[src/rtl/delayf_tap_ctrl_pkg.sv]
// Shared definitions for the DELAYF tap controller: FSM states, step
// direction encodings, default widths/presets and a small sizing helper.
package delayf_tap_ctrl_pkg;

  localparam int TAP_W_DEFAULT     = 7;
  localparam int DEL_VALUE_DEFAULT = 0;

  // DELAYF.DIRECTION encoding
  localparam logic DIR_UP = 1'b0;
  localparam logic DIR_DN = 1'b1;

  typedef enum logic [2:0] {
    ST_INIT_LOAD,
    ST_IDLE,
    ST_LOAD,
    ST_SETUP,
    ST_PULSE_HI,
    ST_PULSE_LO,
    ST_CHECK,
    ST_DONE
  } state_e;

  typedef enum logic [1:0] {
    PH_IDLE,
    PH_HI,
    PH_LO
  } pulse_phase_e;

  function automatic int max2(input int a, input int b);
    return (a > b) ? a : b;
  endfunction

endpackage

[src/rtl/delay_move_pulse.sv]
// MOVE pulse generator: one start strobe produces a MOVE_HI-cycle high pulse
// followed by MOVE_LO low cycles. Also synchronises the asynchronous CFLAG.
module delay_move_pulse
  import delayf_tap_ctrl_pkg::*;
#(
  parameter int MOVE_HI = 2,
  parameter int MOVE_LO = 4
) (
  input  logic clk,
  input  logic rst_n,
  input  logic start_i,
  input  logic cflag_i,
  output logic move_o,
  output logic fall_o,
  output logic done_o,
  output logic cflag_sync_o
);

  localparam int CNT_W = $clog2(max2(MOVE_HI, MOVE_LO) + 1);

  pulse_phase_e     phase_q;
  logic [CNT_W-1:0] cnt_q;
  logic             move_q;
  logic [1:0]       sync_q;

  // Pulse phase sequencer: high for MOVE_HI cycles, then low for MOVE_LO cycles
  // NOTE: sequential state uses non-blocking assignments so every register
  // samples the pre-edge values, independent of statement order.
  always_ff @(posedge clk or negedge rst_n) begin
    if (!rst_n) begin
      phase_q <= PH_IDLE;
      cnt_q   <= '0;
      move_q  <= 1'b0;
    end else if (start_i) begin
      phase_q <= PH_HI;
      cnt_q   <= '0;
      move_q  <= 1'b1;
    end else begin
      case (phase_q)
        PH_HI: begin
          if (cnt_q == CNT_W'(MOVE_HI - 1)) begin
            phase_q <= PH_LO;
            cnt_q   <= '0;
            move_q  <= 1'b0;
          end else begin
            cnt_q <= cnt_q + CNT_W'(1);
          end
        end
        PH_LO: begin
          if (cnt_q == CNT_W'(MOVE_LO - 1)) begin
            phase_q <= PH_IDLE;
            cnt_q   <= '0;
          end else begin
            cnt_q <= cnt_q + CNT_W'(1);
          end
        end
        default: cnt_q <= '0;
      endcase
    end
  end

  // Two-flop synchroniser for the cell's asynchronous CFLAG
  always_ff @(posedge clk or negedge rst_n) begin
    if (!rst_n) begin
      sync_q <= 2'b00;
    end else begin
      sync_q <= {sync_q[0], cflag_i};
    end
  end

  // Strobes mark the edge on which MOVE falls and the end of the low time
  assign fall_o       = (phase_q == PH_HI) && (cnt_q == CNT_W'(MOVE_HI - 1));
  assign done_o       = (phase_q == PH_LO) && (cnt_q == CNT_W'(MOVE_LO - 1));
  assign move_o       = move_q;
  assign cflag_sync_o = sync_q[1];

endmodule

[src/rtl/delayf_tap_ctrl.sv]
// DELAYF dynamic-delay controller: turns an absolute tap request into LOADN
// and MOVE pulses, keeps a shadow tap count and aborts on CFLAG.
module delayf_tap_ctrl
  import delayf_tap_ctrl_pkg::*;
#(
  parameter int TAP_W     = TAP_W_DEFAULT,
  parameter int DEL_VALUE = DEL_VALUE_DEFAULT,
  parameter int LOAD_CYC  = 4,
  parameter int SETUP_CYC = 2,
  parameter int MOVE_HI   = 2,
  parameter int MOVE_LO   = 4
) (
  input  logic             clk,
  input  logic             rst_n,
  input  logic             req_i,
  input  logic             load_req_i,
  input  logic [TAP_W-1:0] target_i,
  output logic             ack_o,
  output logic             busy_o,
  output logic [TAP_W-1:0] tap_o,
  output logic             sat_o,
  output logic             loadn_o,
  output logic             move_o,
  output logic             direction_o,
  input  logic             cflag_i
);

  localparam int               CNT_W   = $clog2(max2(LOAD_CYC, SETUP_CYC) + 1);
  localparam logic [TAP_W-1:0] DEL_TAP = TAP_W'(DEL_VALUE);

  state_e           state_q;
  logic [CNT_W-1:0] cnt_q;
  logic [TAP_W-1:0] tap_q;
  logic [TAP_W-1:0] tgt_q;
  logic             loadn_q;
  logic             dir_q;
  logic             ack_q;
  logic             busy_q;
  logic             sat_q;

  logic start_d;
  logic fall;
  logic done;
  logic cflag_sync;

  delay_move_pulse #(
    .MOVE_HI(MOVE_HI),
    .MOVE_LO(MOVE_LO)
  ) u_move_pulse (
    .clk         (clk),
    .rst_n       (rst_n),
    .start_i     (start_d),
    .cflag_i     (cflag_i),
    .move_o      (move_o),
    .fall_o      (fall),
    .done_o      (done),
    .cflag_sync_o(cflag_sync)
  );

  // Launch a MOVE pulse at the end of SETUP, or from CHECK when more steps remain
  // NOTE: a default assignment first keeps this block free of inferred latches.
  always_comb begin
    start_d = 1'b0;
    if (state_q == ST_SETUP && cnt_q == CNT_W'(SETUP_CYC - 1)) begin
      start_d = 1'b1;
    end else if (state_q == ST_CHECK && tap_q != tgt_q && !cflag_sync) begin
      start_d = 1'b1;
    end
  end

  // Main controller FSM with registered handshake and cell-control outputs
  always_ff @(posedge clk or negedge rst_n) begin
    if (!rst_n) begin
      state_q <= ST_INIT_LOAD;
      cnt_q   <= '0;
      tap_q   <= DEL_TAP;
      tgt_q   <= '0;
      loadn_q <= 1'b0;
      dir_q   <= DIR_UP;
      ack_q   <= 1'b0;
      busy_q  <= 1'b1;
      sat_q   <= 1'b0;
    end else begin
      case (state_q)
        ST_INIT_LOAD: begin
          cnt_q <= cnt_q + CNT_W'(1);
          if (cnt_q == CNT_W'(LOAD_CYC - 1)) loadn_q <= 1'b1;
          if (cnt_q == CNT_W'(LOAD_CYC)) begin
            busy_q  <= 1'b0;
            cnt_q   <= '0;
            state_q <= ST_IDLE;
          end
        end
        ST_IDLE: begin
          if (ack_q) begin
            // ACK cycle: a REQ seen here is deliberately ignored
            ack_q  <= 1'b0;
            busy_q <= 1'b0;
          end else if (req_i && !busy_q) begin
            busy_q <= 1'b1;
            sat_q  <= 1'b0;
            tgt_q  <= target_i;
            cnt_q  <= '0;
            if (load_req_i) begin
              loadn_q <= 1'b0;
              state_q <= ST_LOAD;
            end else if (target_i == tap_q) begin
              state_q <= ST_DONE;
            end else begin
              dir_q   <= (target_i < tap_q) ? DIR_DN : DIR_UP;
              state_q <= ST_SETUP;
            end
          end
        end
        ST_LOAD: begin
          cnt_q <= cnt_q + CNT_W'(1);
          if (cnt_q == CNT_W'(LOAD_CYC - 1)) begin
            loadn_q <= 1'b1;
            tap_q   <= DEL_TAP;
            cnt_q   <= '0;
            if (tgt_q == DEL_TAP) begin
              state_q <= ST_DONE;
            end else begin
              dir_q   <= (tgt_q < DEL_TAP) ? DIR_DN : DIR_UP;
              state_q <= ST_SETUP;
            end
          end
        end
        ST_SETUP: begin
          cnt_q <= cnt_q + CNT_W'(1);
          if (start_d) begin
            cnt_q   <= '0;
            state_q <= ST_PULSE_HI;
          end
        end
        ST_PULSE_HI: begin
          // Shadow count follows the cell, which steps on the MOVE fall
          if (fall) begin
            tap_q   <= (dir_q == DIR_UP) ? tap_q + TAP_W'(1) : tap_q - TAP_W'(1);
            state_q <= ST_PULSE_LO;
          end
        end
        ST_PULSE_LO: begin
          if (done) state_q <= ST_CHECK;
        end
        ST_CHECK: begin
          if (tap_q == tgt_q) begin
            state_q <= ST_DONE;
          end else if (cflag_sync) begin
            sat_q   <= 1'b1;
            state_q <= ST_DONE;
          end else begin
            state_q <= ST_PULSE_HI;
          end
        end
        ST_DONE: begin
          ack_q   <= 1'b1;
          state_q <= ST_IDLE;
        end
        default: state_q <= ST_IDLE;
      endcase
    end
  end

  assign ack_o       = ack_q;
  assign busy_o      = busy_q;
  assign tap_o       = tap_q;
  assign sat_o       = sat_q;
  assign loadn_o     = loadn_q;
  assign direction_o = dir_q;

endmodule

[config.mk]
export PLATFORM = sky130hd
export DESIGN_NAME = delayf_tap_ctrl
export DESIGN_NICKNAME = d
export VERILOG_FILES = /design/src/rtl/delayf_tap_ctrl_pkg.sv /design/src/rtl/delay_move_pulse.sv /design/src/rtl/delayf_tap_ctrl.sv
export SDC_FILE = /design/constraint.sdc
export NUM_CORES = 1
export LEC_CHECK = 0
export ABC_AREA = 1
export CAP_MARGIN = 40
export CORE_UTILIZATION = 40
export DETAILED_ROUTE_END_ITERATION = 7
export PLACE_DENSITY = 0.67
export SETUP_SLACK_MARGIN = 0.5
export SYNTH_ARGS = -nofsm -noshare
export SYNTH_HDL_FRONTEND = slang
export SYNTH_SLANG_ARGS = --single-unit
[constraint.sdc]
create_clock -name clk -period 1.47 [get_ports clk]
set_input_delay 0.294 -clock clk [delete_from_list [all_inputs] [get_ports clk]]
set_output_delay 0.294 -clock clk [all_outputs]
set_load 0.01 [all_outputs]
### Routed metal, one color a layer

(8 px per um) Only two layers are drawn.
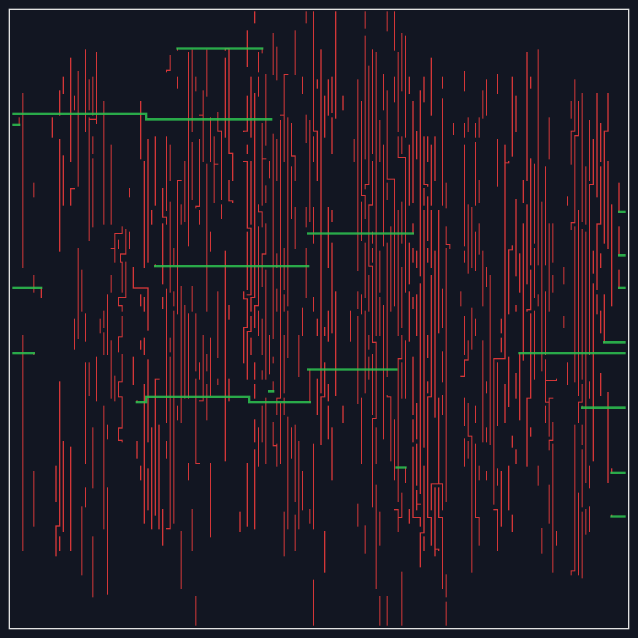
Key: metal 2 = red [wire length 3620 um]; metal 3 = green [wire length 144 um]
Wirelength per Cell: 13.5 um
routed wire length: 6.43 mm
vias after detailed routing: 2303
total routing resource utilization after global routing: 0.215

### Routing congestion

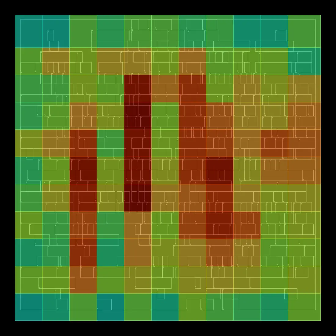
Top Usage Layer GRT: met2
met1 capacity usage during global routing: 0.237
GRT met2 Usage: 0.408

==> datasheet_impl.txt <==
Implementation parameters

Parameter                              Value

Run status
  Status .................. complete, but fails checks
  Violations in the final reports .................. setup timing

Synth
  Number of warnings printed during yosys synthesis .................. 0
  Post-synthesis instance area .................. 0.00226 mm^2
  Main area contributors after synthesis .................. dfrtp_1 (35%), nand2_1 (14%), ha_1 (13%)
  Synth async-reset ratio .................. 1.00
  Number of nets produced by synthesis .................. around 330
  Proportion of synthesized chip area in sequential cells .................. 0.365
  Post-synth cell types .................. 35
  Avg Cell Area, Syn .................. ~7.6 um^2
  Most frequently used cell type in the post-synthesis netlist .................. nand2_1
  Number of storage elements in the synthesis netlist .................. 33
  Instance count of the mapped netlist .................. ~300
  Primary flip-flop cell chosen by synthesis mapping .................. dfrtp_1

Global route
  Antenna violations before repair .................. 0
  M3 GR Usage .................. 0.0321
  Vias in the first global route .................. approximately 2200
  Largest net degree at the start of global routing .................. 20

STA
  Relative max-transition margin .................. 0.804
  Setup Skew .................. approximately 0.0080 ns
  Worst setup slack after layout .................. -0.230 ns
  Highest Clock Rate .................. about 590 MHz
  Slew at the pin closest to its max-slew limit .................. 0.294 ns
  Setup-violating endpoint count in the final report .................. 21
  Pins over their slew limit .................. 0
  Total negative slack for setup checks .................. -2.73 ns
  Final Hold Viols .................. 0
  Time the worst path needs with I/O delays and setup .................. between 1.5 and 2 ns
  Final hold slack .................. 0.341 ns

Layout
  Multi-input combinational gate total .................. between 200 and 250
  Filler Cell Count .................. ~430
  Total non-filler cell area in the finished layout .................. 0.00373 mm^2
  Layout area overhead .................. 64.9%
  Final net count .................. around 440
  Flop Count .................. 33
  Data-path buffer share of cell area in the final layout .................. 0.236
  CLK BUF .................. 8
  Non-Clock Buffer Count .................. 100
  Non-clock inverter count in the final layout .................. about 54
  Antenna cell count .................. 0
  Most frequent cells in the layout .................. nand2_1 (67), buf_4 (57), inv_1 (33)
  Filler-free cell count of the finished design .................. ~480
  Commonest non-fill, non-tap cell in the layout .................. nand2_1
  Sequential fraction of total cell area .................. 0.224

Clock tree
  Number of CTS-inserted buffers .................. 5
  TritonCTS sink count .................. 33
  Worst-case clock buffer depth .................. 2
  PostCTS Resize Cnt .................. between 90 and 100
  Library cell used as clock root buffer .................. clkbuf_8
  Clock tree from TritonCTS .................. yes
  Worst skew pair latency .................. around 0.29 ns
  Clock input transition at the sequential cells of the worst setup and hold paths .................. 0.07 ns
  Setup repair bufs after CTS .................. 21
  Hold buffer count at CTS .................. 0
  Number of H-tree branching levels .................. 2

Floorplan
  TAP cells .................. between 70 and 80
  Floorplan core density .................. 0.414
  Floorplan die area .................. just under 0.006 mm^2
  I/O Pins .................. 25

Routing
  Top routing layer in use .................. met4
  Met1 Routed Length .................. ~2.6 mm
  Router iterations before antenna repair .................. 4
  Count of unresolved DRC violations after routing .................. 0
  Number of nets still failing antenna checks after routing .................. 0
  Length of routed met3 wiring .................. about 140 um
  Number of vias per cell after detailed routing .................. 4.83

Placed design
  Quantity of I/O buffers inserted on ports .................. 24
  Gpl congestion .................. between 0.8 and 0.9
  Placed cell count .................. approximately 440
  Detailed Place HPWL .................. between 4 and 5 mm
  Worst slack at placement .................. -0.321 ns
  Placement-stage cell area .................. 0.00311 mm^2

Worst setup path
  Largest delay contributor family on the critical path .................. simple AND/OR/NAND/NOR gates
  Startpoint of the worst-slack reg-to-reg timing path .................. tap_o[0]
  Reg-to-reg critical path endpoint .................. tap_o[6]
  Ordered cell list for the critical path .................. fa_2, nand3_2, nand3_2, nand2_2, nand2_2, a21oi_2, nand2_1, nand2_1, o22ai_1
  Worst stage delay on the critical path .................. ~0.45 ns
  R2R cell count .................. 9
  Worst path buffer plus inverter count .................. 0
  Required time worst endpoint .................. approximately 1.7 ns
  Flop2flop setup slack .................. -0.23 ns
  Crit path capture type .................. flip-flop
  Biggest fanout along the worst timing path .................. 3

Power
  Power per standard cell area .................. between 1500 and 2000 mW/mm^2
  Leak .................. 1.81 nW
  Switching share of power .................. 0.427
  Reported sequential group power .................. roughly 0.0015 W
  Combinational Power Share .................. 0.661
  Total power after layout .................. around 0.0067 W
  Net Switching .................. 0.00285 W
  Clock net power .................. 0.000726 W
  Group drawing the most power .................. combinational logic
  Internal Dissipation .................. approximately 0.0038 W
  Clock group share of total power .................. 0.109
  Power dissipated in combinational cells .................. approximately 0.0044 W

Flow run
  Maxcap violations .................. 0

Worst hold path
  Class of the worst hold path .................. in2async
### Power grid

(6 px per um) Pins as bars on the die edge.
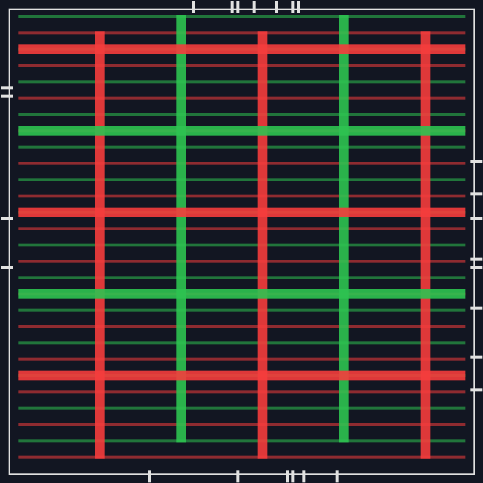
Key: VDD = green; VSS = red
28 met1 rails follow the rows. 5 straps on met5. 25 signal pins sit on the boundary. The core has 27 rows.
overall die width: 77.2 um
die height: 77.2 um
worst-case vdd ir drop: 1.05 mV
placeable core region: 0.00547 mm^2

## kinds of logic after synthesis
kind of cell               share of synthesized area
DFF                                            0.365
and+or+nand+nor                                0.272
buffers and inverters                         0.0912
adders and majority gates                      0.136
xor gates and xnor gates                     0.00387
AOI/OAI and AO/OA                              0.132
## how the worst max path moves through the flow
stage	start	endpoint	slack, ns	cells past startpoint
after global routing	tap_o[0]	tap_o[6]	-0.33	9
final	tap_o[0]	tap_o[6]	-0.23	9
after floorplan	tap_o[0]	tap_o[6]	-0.04	9
after detailed placement	target_i[2]	state_q[2]	-0.32	10
after global placement	target_i[2]	state_q[2]	-0.29	10
after CTS	direction_o	tap_o[5]	-0.15	11
Power figures rest on the tool's default switching activity, not on a simulated workload.
